**Gate-type map**

Scale bar: 20 µm.
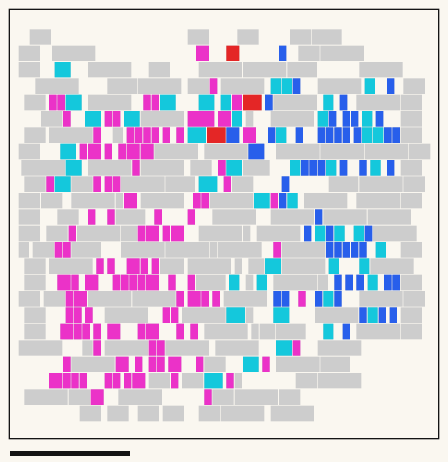
**Clock distribution**

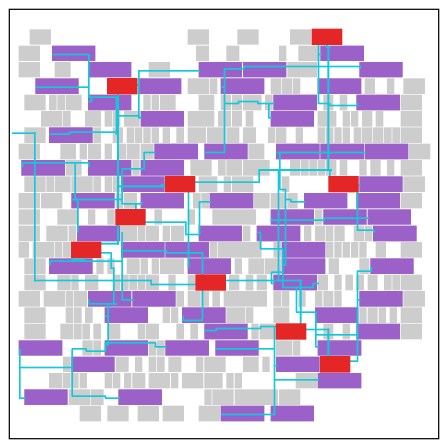
**Layout detail**

Scale bar: 10 µm. Window x 23 to 48, y 9 to 34 µm. Cells in grey, sequential cells in the stronger grey; small squares are vias.
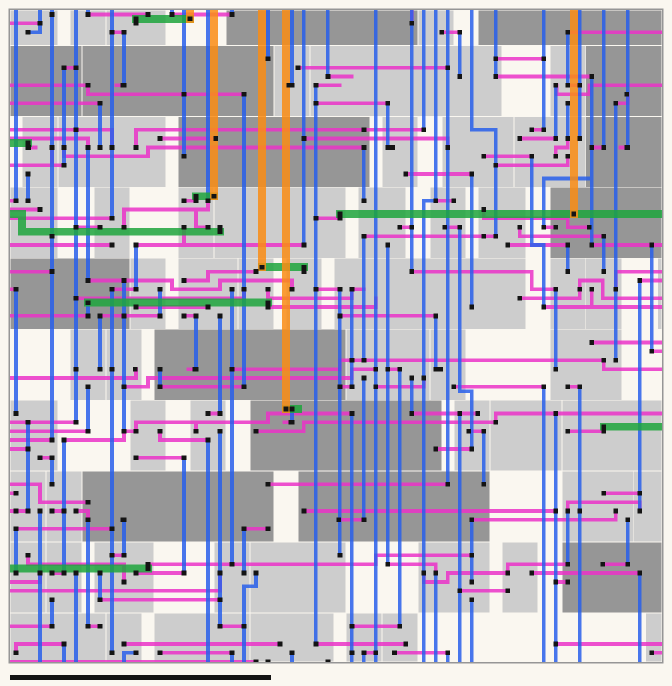
**Cell placement**

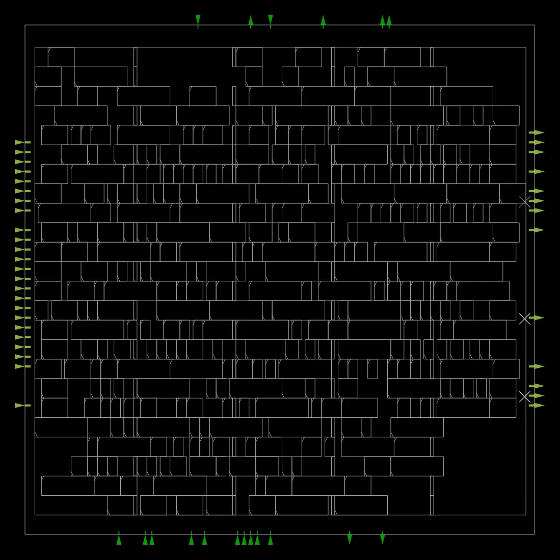
**Wire density map**

The die is cut into 14 by 14 equal tiles; black is low, pale yellow is high, scaled to the fullest tile. Values are wire area over tile area, all layers added.
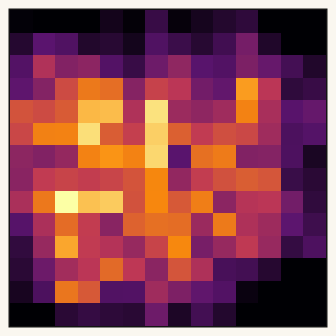
## config.mk

```make
export PLATFORM = sky130hd
export DESIGN_NAME = add_nibble_seq
export DESIGN_NICKNAME = d
export VERILOG_FILES = /design/src/rtl/add_nibble_seq.sv
export SDC_FILE = /design/constraint.sdc
export NUM_CORES = 1
export LEC_CHECK = 0
export CORE_UTILIZATION = 54
export CTS_CLUSTER_SIZE = 10
export DETAILED_ROUTE_END_ITERATION = 8
export PLACE_DENSITY = 0.91
export SYNTH_ARGS = -nofsm -noshare
export SYNTH_HDL_FRONTEND = slang
export SYNTH_SLANG_ARGS = --single-unit
export TNS_END_PERCENT = 10
```

## constraint.sdc

```tcl
create_clock -name clk -period 3.6 [get_ports clk]
set_input_delay 0.72 -clock clk [delete_from_list [all_inputs] [get_ports clk]]
set_output_delay 0.72 -clock clk [all_outputs]
set_load 0.02 [all_outputs]
```

## src/rtl/add_nibble_seq.sv

```systemverilog
// Nibble-serial adder: one shared 4-bit ripple adder
// sequenced over N cycles to add two 4N-bit operands.

module add_4bit (
    input  logic [3:0] i_a,
    input  logic [3:0] i_b,
    input  logic       i_c,
    output logic [3:0] o_s,
    output logic       o_c
);

    logic [4:0] w_c;

    assign w_c[0] = i_c;

    // four chained full adders
    for (genvar gi = 0; gi < 4; gi++) begin : g_fa
        assign o_s[gi]   = i_a[gi] ^ i_b[gi] ^ w_c[gi];
        assign w_c[gi+1] = (i_a[gi] & i_b[gi])
                         | (w_c[gi] & (i_a[gi] ^ i_b[gi]));
    end

    assign o_c = w_c[4];

endmodule

module add_nibble_seq #(
    parameter int N = 4
) (
    input  logic           clk,
    input  logic           rst,
    input  logic           req,
    input  logic           ci,
    input  logic [4*N-1:0] x,
    input  logic [4*N-1:0] y,
    output logic           ack,
    output logic           busy,
    output logic           co,
    output logic [4*N-1:0] r
);

    localparam int W  = 4 * N;
    localparam int CW = (N > 1) ? $clog2(N) : 1;

    localparam logic [CW-1:0] LAST = CW'(N - 1);

    localparam logic [1:0] S_IDLE = 2'd0;
    localparam logic [1:0] S_RUN  = 2'd1;
    localparam logic [1:0] S_DONE = 2'd2;

    logic [1:0]    r_state;
    logic [W-1:0]  r_xs;
    logic [W-1:0]  r_ys;
    logic [W-1:0]  r_acc;
    logic [W-1:0]  r_r;
    logic          r_c;
    logic          r_co;
    logic [CW-1:0] r_cnt;

    logic [3:0]    w_sum;
    logic          w_cout;
    logic [W-1:0]  w_acc_nxt;
    logic          w_last;

    add_4bit u_add (
        .i_a (r_xs[3:0]),
        .i_b (r_ys[3:0]),
        .i_c (r_c),
        .o_s (w_sum),
        .o_c (w_cout)
    );

    // new nibble enters at the top; after N shifts the
    // LSB nibble has reached bit 0
    if (N == 1) begin : g_one
        assign w_acc_nxt = w_sum;
    end else begin : g_multi
        assign w_acc_nxt = {w_sum, r_acc[W-1:4]};
    end

    assign w_last = (r_cnt == LAST);

    // control FSM: IDLE -> RUN (N cycles) -> DONE
    always_ff @(posedge clk) begin
        if (rst) begin
            r_state <= S_IDLE;
        end else begin
            case (r_state)
                S_IDLE:  if (req)    r_state <= S_RUN;
                S_RUN:   if (w_last) r_state <= S_DONE;
                S_DONE:  if (!req)   r_state <= S_IDLE;
                default:             r_state <= S_IDLE;
            endcase
        end
    end

    // operand capture, nibble shifting and result latch
    always_ff @(posedge clk) begin
        if (rst) begin
            r_xs  <= '0;
            r_ys  <= '0;
            r_c   <= 1'b0;
            r_cnt <= '0;
            r_acc <= '0;
            r_r   <= '0;
            r_co  <= 1'b0;
        end else begin
            case (r_state)
                S_IDLE: begin
                    if (req) begin
                        r_xs  <= x;
                        r_ys  <= y;
                        r_c   <= ci;
                        r_cnt <= '0;
                    end
                end
                S_RUN: begin
                    r_acc <= w_acc_nxt;
                    r_c   <= w_cout;
                    r_xs  <= r_xs >> 4;
                    r_ys  <= r_ys >> 4;
                    r_cnt <= r_cnt + 1'b1;
                    if (w_last) begin
                        r_r  <= w_acc_nxt;
                        r_co <= w_cout;
                    end
                end
                default: ;
            endcase
        end
    end

    assign ack  = (r_state == S_DONE);
    assign busy = (r_state != S_IDLE);
    assign co   = r_co;
    assign r    = r_r;

endmodule

```

==> reports/metrics.cfg <==
[grt]
met2_usage_pct = 42.2
track_usage_pct = 24.4
grt_max_degree = 67
top_usage_layer = met2
grt_pass1_wl_um = 9270

[critical_path]
cp-start-kind = input port
rrSetupSlack_ps = 1350
worst-setup-path-type = in -> reg
cp_max_fo = 25
slowest_delay_ps = 750
cp-endpoint = r_ys[3]
end_kind = flip-flop
cp_num_cells = 4
rr_worst_depth = 3

[final_timing]
fmax_mhz = 389
worst_pin_slew_ps = 1110
finalCritPeriodShare_pct = 71.3
setup_viol = 0
hold_slack_ps = 453
relSlewSlack_pct = 26.2

[worst_hold_path]
worstHoldStart = r[11]

[floorplan]
chipArea_um2 = 5060
die_w_um = 71.1
nWellTaps = 52
fp-utilization_pct = 57.7

[run]
max_cap_viol_count = 0

[detailed_routing]
drtIter0Drc = 160
dr_wl_met3_um = 274
detail-route-antenna-nets = 0
drc = 6
met2_length_um = 2820
wl_met1_um = 2260

[power_and_ir_drop]
power_leakage_nw = 1.23
seq_power_mw = 0.799
p_switching_mw = 0.405
maxPowerGroup = registers
p_per_area_nw_per_um2 = 472
clkPwrFrac_pct = 35.7
power.internal_mw = 1.12

[logic_synthesis]
enable_flop_cells = 0
ys_sh_mux_pct = 0.388
ys.flop_type = dfxtp_1
yosys.area_share.adder_pct = 3.59
synth_top_cell_by_area = dfxtp_1
topCombFamilyByArea = simple AND/OR/NAND/NOR gates
ys_sh_aoi_pct = 11.8
syn_inst = 314
most_common_cell = nor2_1
synth.avg_cell_area_um2 = 8.22
yosys-top-cells-count = nor2_1, dfxtp_1, nand2_1
synth_area_um2 = 2580
xor_share_pct = 0

[clock_network]
post_cts_resize_count = 0
cts-hold-fix-buffers = 0
cts_made_buffers = 9
post_cts_buffers = 0

[finish]
fillCellCount = 350
final_area_um2 = 3230
seq_share_pct = 40.9
nMultiInputCombCells = 216
nClkBuffers = 11
seqCellArea_um2 = 1320
dominant_cells = sequential cells
clk_share_pct = 5.30
antennaDiodeCount = 0
final-comb-area_um2 = 1100

[place]
numPortBuffers = 54
dpl_cell_area_um2 = 3060
dp_slack_ps = 1060

[outcome]
violations = design-rule violations
status = finished, violations left

## Picture notes: 'gate-type map'
| colour | family | cells |
|---|---|---|
| blue | NAND gates | 50 |
| cyan | inverting AOI/OAI gates | 46 |
| red | AND and OR gates | 3 |
| magenta | NOR gates | 109 |

## Picture notes: 'clock distribution'
[purple] flip-flops | count: 66
[red] cells driving clock nets | count: 9
[cyan] clock wires | length: 767 µm
routed clock nets: 10

## Picture notes: 'layout detail'
| colour | layer |
|---|---|
| orange | met4 |
| magenta | met1 |
| blue | met2 |
| green | met3 |
sequential cells in the window: 9
most frequent: nor2_1 (20), dfxtp_1 (9), inv_1 (6)
netlist names of flops here include: r_xs (4), r_ys (2)
cells with their middle in the window: 59

## Picture notes: 'cell placement'
fin cells: 413
Core ar.: 4470 µm²
Flop Count: 66
# rows: 24
final core occ: 72.2%

## Picture notes: 'wire density map'
emptiest ninth of the die: lower right
fullest tile: 0.49
nearly empty tiles: 11%

